**M1 wires**

Scale bar: 20 µm.
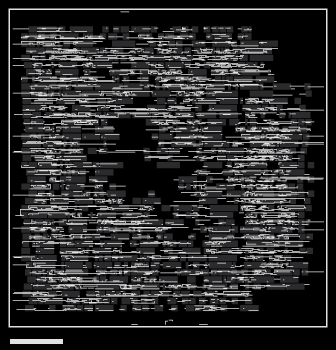
**The metal 2 layer**

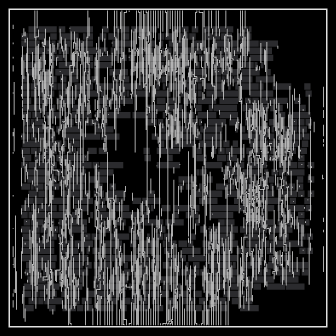
--- config.mk ---
export PLATFORM = sky130hd
export DESIGN_NAME = pc_fetch_unit
export DESIGN_NICKNAME = d
export VERILOG_FILES = /design/src/rtl/cpu_pkg.sv /design/src/rtl/branch_resolve.sv /design/src/rtl/pc_fetch_unit.sv
export SDC_FILE = /design/constraint.sdc
export NUM_CORES = 1
export LEC_CHECK = 0
export CORE_MARGIN = 4
export CORE_UTILIZATION = 48
export CTS_BUF_LIST = sky130_fd_sc_hd__clkbuf_16
export DETAILED_ROUTE_END_ITERATION = 8
export HOLD_SLACK_MARGIN = 0.12
export PLACE_DENSITY = 0.86
export SLEW_MARGIN = 10
export SYNTH_ARGS = -nofsm -noshare
export SYNTH_HDL_FRONTEND = slang
export SYNTH_SLANG_ARGS = --single-unit
--- constraint.sdc ---
create_clock -name Clk -period 2.6 [get_ports Clk]
set_input_delay 0.52 -clock Clk [delete_from_list [all_inputs] [get_ports Clk]]
set_output_delay 0.52 -clock Clk [all_outputs]
set_load 0.1 [all_outputs]
--- src/rtl/cpu_pkg.sv ---
// Shared encodings for the multi-cycle CPU datapath: next-PC source select,
// branch condition codes and instruction field positions.
package cpu_pkg;

    typedef enum logic [1:0] {
        PCSRC_ALU    = 2'b00,
        PCSRC_ALUOUT = 2'b01,
        PCSRC_JUMP   = 2'b10,
        PCSRC_RSVD   = 2'b11
    } pcsrc_e;

    typedef enum logic [1:0] {
        BR_NONE = 2'b00,
        BR_EQ   = 2'b01,
        BR_NE   = 2'b10,
        BR_RSVD = 2'b11
    } branch_e;

    localparam int OPCODE_MSB   = 31;
    localparam int OPCODE_LSB   = 26;
    localparam int JUMP_FIELD_W = 26;

endpackage

--- src/rtl/branch_resolve.sv ---
// Combinational branch condition: BEQ taken on Zero, BNE taken on !Zero,
// the reserved code never taken.
module branch_resolve
    import cpu_pkg::*;
(
    input  logic [1:0] branch_i,
    input  logic       zero_i,
    output logic       cond_o
);

    always_comb begin
        cond_o = 1'b0;
        case (branch_e'(branch_i))
            BR_EQ:   cond_o = zero_i;
            BR_NE:   cond_o = ~zero_i;
            default: cond_o = 1'b0;
        endcase
    end

endmodule

--- src/rtl/pc_fetch_unit.sv ---
// PC / IR / ALUOut stage of the multi-cycle CPU: resolves branches and jumps,
// returns the opcode to the control FSM and keeps fetch/taken debug counters.
module pc_fetch_unit
    import cpu_pkg::*;
#(
    parameter int                ADDR_W   = 32,
    parameter int                INSTR_W  = 32,
    parameter logic [ADDR_W-1:0] RESET_PC = '0,
    parameter int                TAKEN_W  = 16
) (
    input  logic               Clk,
    input  logic               Reset,
    input  logic               PCWrite,
    input  logic [1:0]         PCSrc,
    input  logic [1:0]         Branch,
    input  logic               IRWrite,
    input  logic               Zero,
    input  logic [ADDR_W-1:0]  ALUResult,
    input  logic [INSTR_W-1:0] MemData,
    output logic [ADDR_W-1:0]  PC,
    output logic [INSTR_W-1:0] Instr,
    output logic [5:0]         Opcode,
    output logic [ADDR_W-1:0]  ALUOut,
    output logic               BranchTaken,
    output logic [31:0]        InstrCount,
    output logic [TAKEN_W-1:0] TakenCount
);

    logic [ADDR_W-1:0]  pc_q, pc_d;
    logic [INSTR_W-1:0] instr_q, instr_d;
    logic [ADDR_W-1:0]  alu_out_q;
    logic               branch_taken_q;
    logic [31:0]        instr_count_q, instr_count_d;
    logic [TAKEN_W-1:0] taken_count_q, taken_count_d;
    logic               cond;
    logic               pc_en;
    logic [ADDR_W-1:0]  jump_target;

    branch_resolve u_branch_resolve (
        .branch_i (Branch),
        .zero_i   (Zero),
        .cond_o   (cond)
    );

    assign pc_en = PCWrite | cond;
    // PC has already been incremented at fetch, so its upper bits are the delay-slot region.
    assign jump_target = {pc_q[ADDR_W-1:JUMP_FIELD_W], instr_q[JUMP_FIELD_W-1:0]};

    always_comb begin
        pc_d          = pc_q;
        instr_d       = instr_q;
        instr_count_d = instr_count_q;
        taken_count_d = taken_count_q;
        if (pc_en) begin
            case (pcsrc_e'(PCSrc))
                PCSRC_ALU:    pc_d = ALUResult;
                PCSRC_ALUOUT: pc_d = alu_out_q;
                PCSRC_JUMP:   pc_d = jump_target;
                default:      pc_d = pc_q;
            endcase
        end
        if (IRWrite) begin
            instr_d = MemData;
        end
        if (IRWrite && PCWrite) begin
            instr_count_d = instr_count_q + 32'd1;
        end
        if (cond) begin
            taken_count_d = taken_count_q + TAKEN_W'(1);
        end
    end

    always_ff @(posedge Clk) begin
        if (Reset) begin
            pc_q           <= RESET_PC;
            instr_q        <= '0;
            alu_out_q      <= '0;
            branch_taken_q <= 1'b0;
            instr_count_q  <= '0;
            taken_count_q  <= '0;
        end else begin
            pc_q           <= pc_d;
            instr_q        <= instr_d;
            alu_out_q      <= ALUResult;
            branch_taken_q <= cond;
            instr_count_q  <= instr_count_d;
            taken_count_q  <= taken_count_d;
        end
    end

    assign PC          = pc_q;
    assign Instr       = instr_q;
    assign Opcode      = instr_q[OPCODE_MSB:OPCODE_LSB];
    assign ALUOut      = alu_out_q;
    assign BranchTaken = branch_taken_q;
    assign InstrCount  = instr_count_q;
    assign TakenCount  = taken_count_q;

endmodule

==> flow_metrics.py <==
# Metrics from the implementation run
metrics = {
    "status": {
        "run_status": "finished clean",
    },
    "layout": {
        "num-fill-cells": 948,
        "syn_to_final_growth_pct": 41.38,
        "design_area_um2": 8549,
        "logic_area_um2": 2859,
    },
    "route": {
        "detailroute.wirelength.met2_um": 8993,
        "num_vias": 5713,
        "post-route-drc-count": 0,
        "drt_first_iter_violations": 362,
    },
    "floorplanning": {
        "die_height_um": 120.2,
        "core_area_um2": 12160,
    },
    "global_route": {
        "vias_in_the_first_global_route": 5562,
        "groute.layer.met1.usage": 0.2648,
    },
    "synthesis": {
        "netlist.top_cell.by_instances": "sky130_fd_sc_hd__dfxtp_1",
        "ys_sh_simple": 0.2077,
        "yosysChipArea_um2": 6047,
        "xor_area_frac": 0.02897,
        "async_reset_ff_frac": 0,
        "yosysTopAreaCell": "sky130_fd_sc_hd__dfxtp_1",
        "ys_cells": 665,
        "post_synth_main_area_contributors": "sky130_fd_sc_hd__dfxtp_1 48%, sky130_fd_sc_hd__mux2i_1 5.3%, sky130_fd_sc_hd__a21oi_1 4.7%",
        "post-synth-top-area-fraction": 0.4800,
        "synth_cell_type_count": 43,
    },
    "power_and_ir_drop": {
        "pnr_total_power_uw": 6204,
        "sequentialPower_uw": 2400,
        "power.combinational.total_uw": 1420,
        "clockPowerShare": 0.385,
        "power_drawn_by_the_clock_network_uw": 2390,
        "highest_power_group": "sequential cells",
    },
    "placement": {
        "place_worst_setup_slack_ns": 0.1322,
        "port_buffers": 223,
    },
    "setup_path": {
        "crit_cells": 5,
        "critical_path_required_ns": 2.94,
        "worst_setup_path_start_kind": "input port",
    },
    "timing": {
        "worst_slack_ns": 0.5549,
        "fin_worst_skew_ns": 0.007908,
        "max_slew_margin": 0.5937,
        "fin_worst_hold_slack_ns": 0.4540,
    },
    "cts": {
        "cts_post_setup_buffers_inserted": 0,
        "clk_path_buf_depth": 2,
    },
}
About 'M1 wires':
wire length on this layer	6800 µm
share of all routed wire	38%
longest straight run	36.8 µm
nets with wire on the layer	815

About 'the metal 2 layer':
longest straight run	46.2 µm
share of all routed wire	50%
nets with wire on the layer	835
main direction	vertical
wire length on this layer	8990 µm

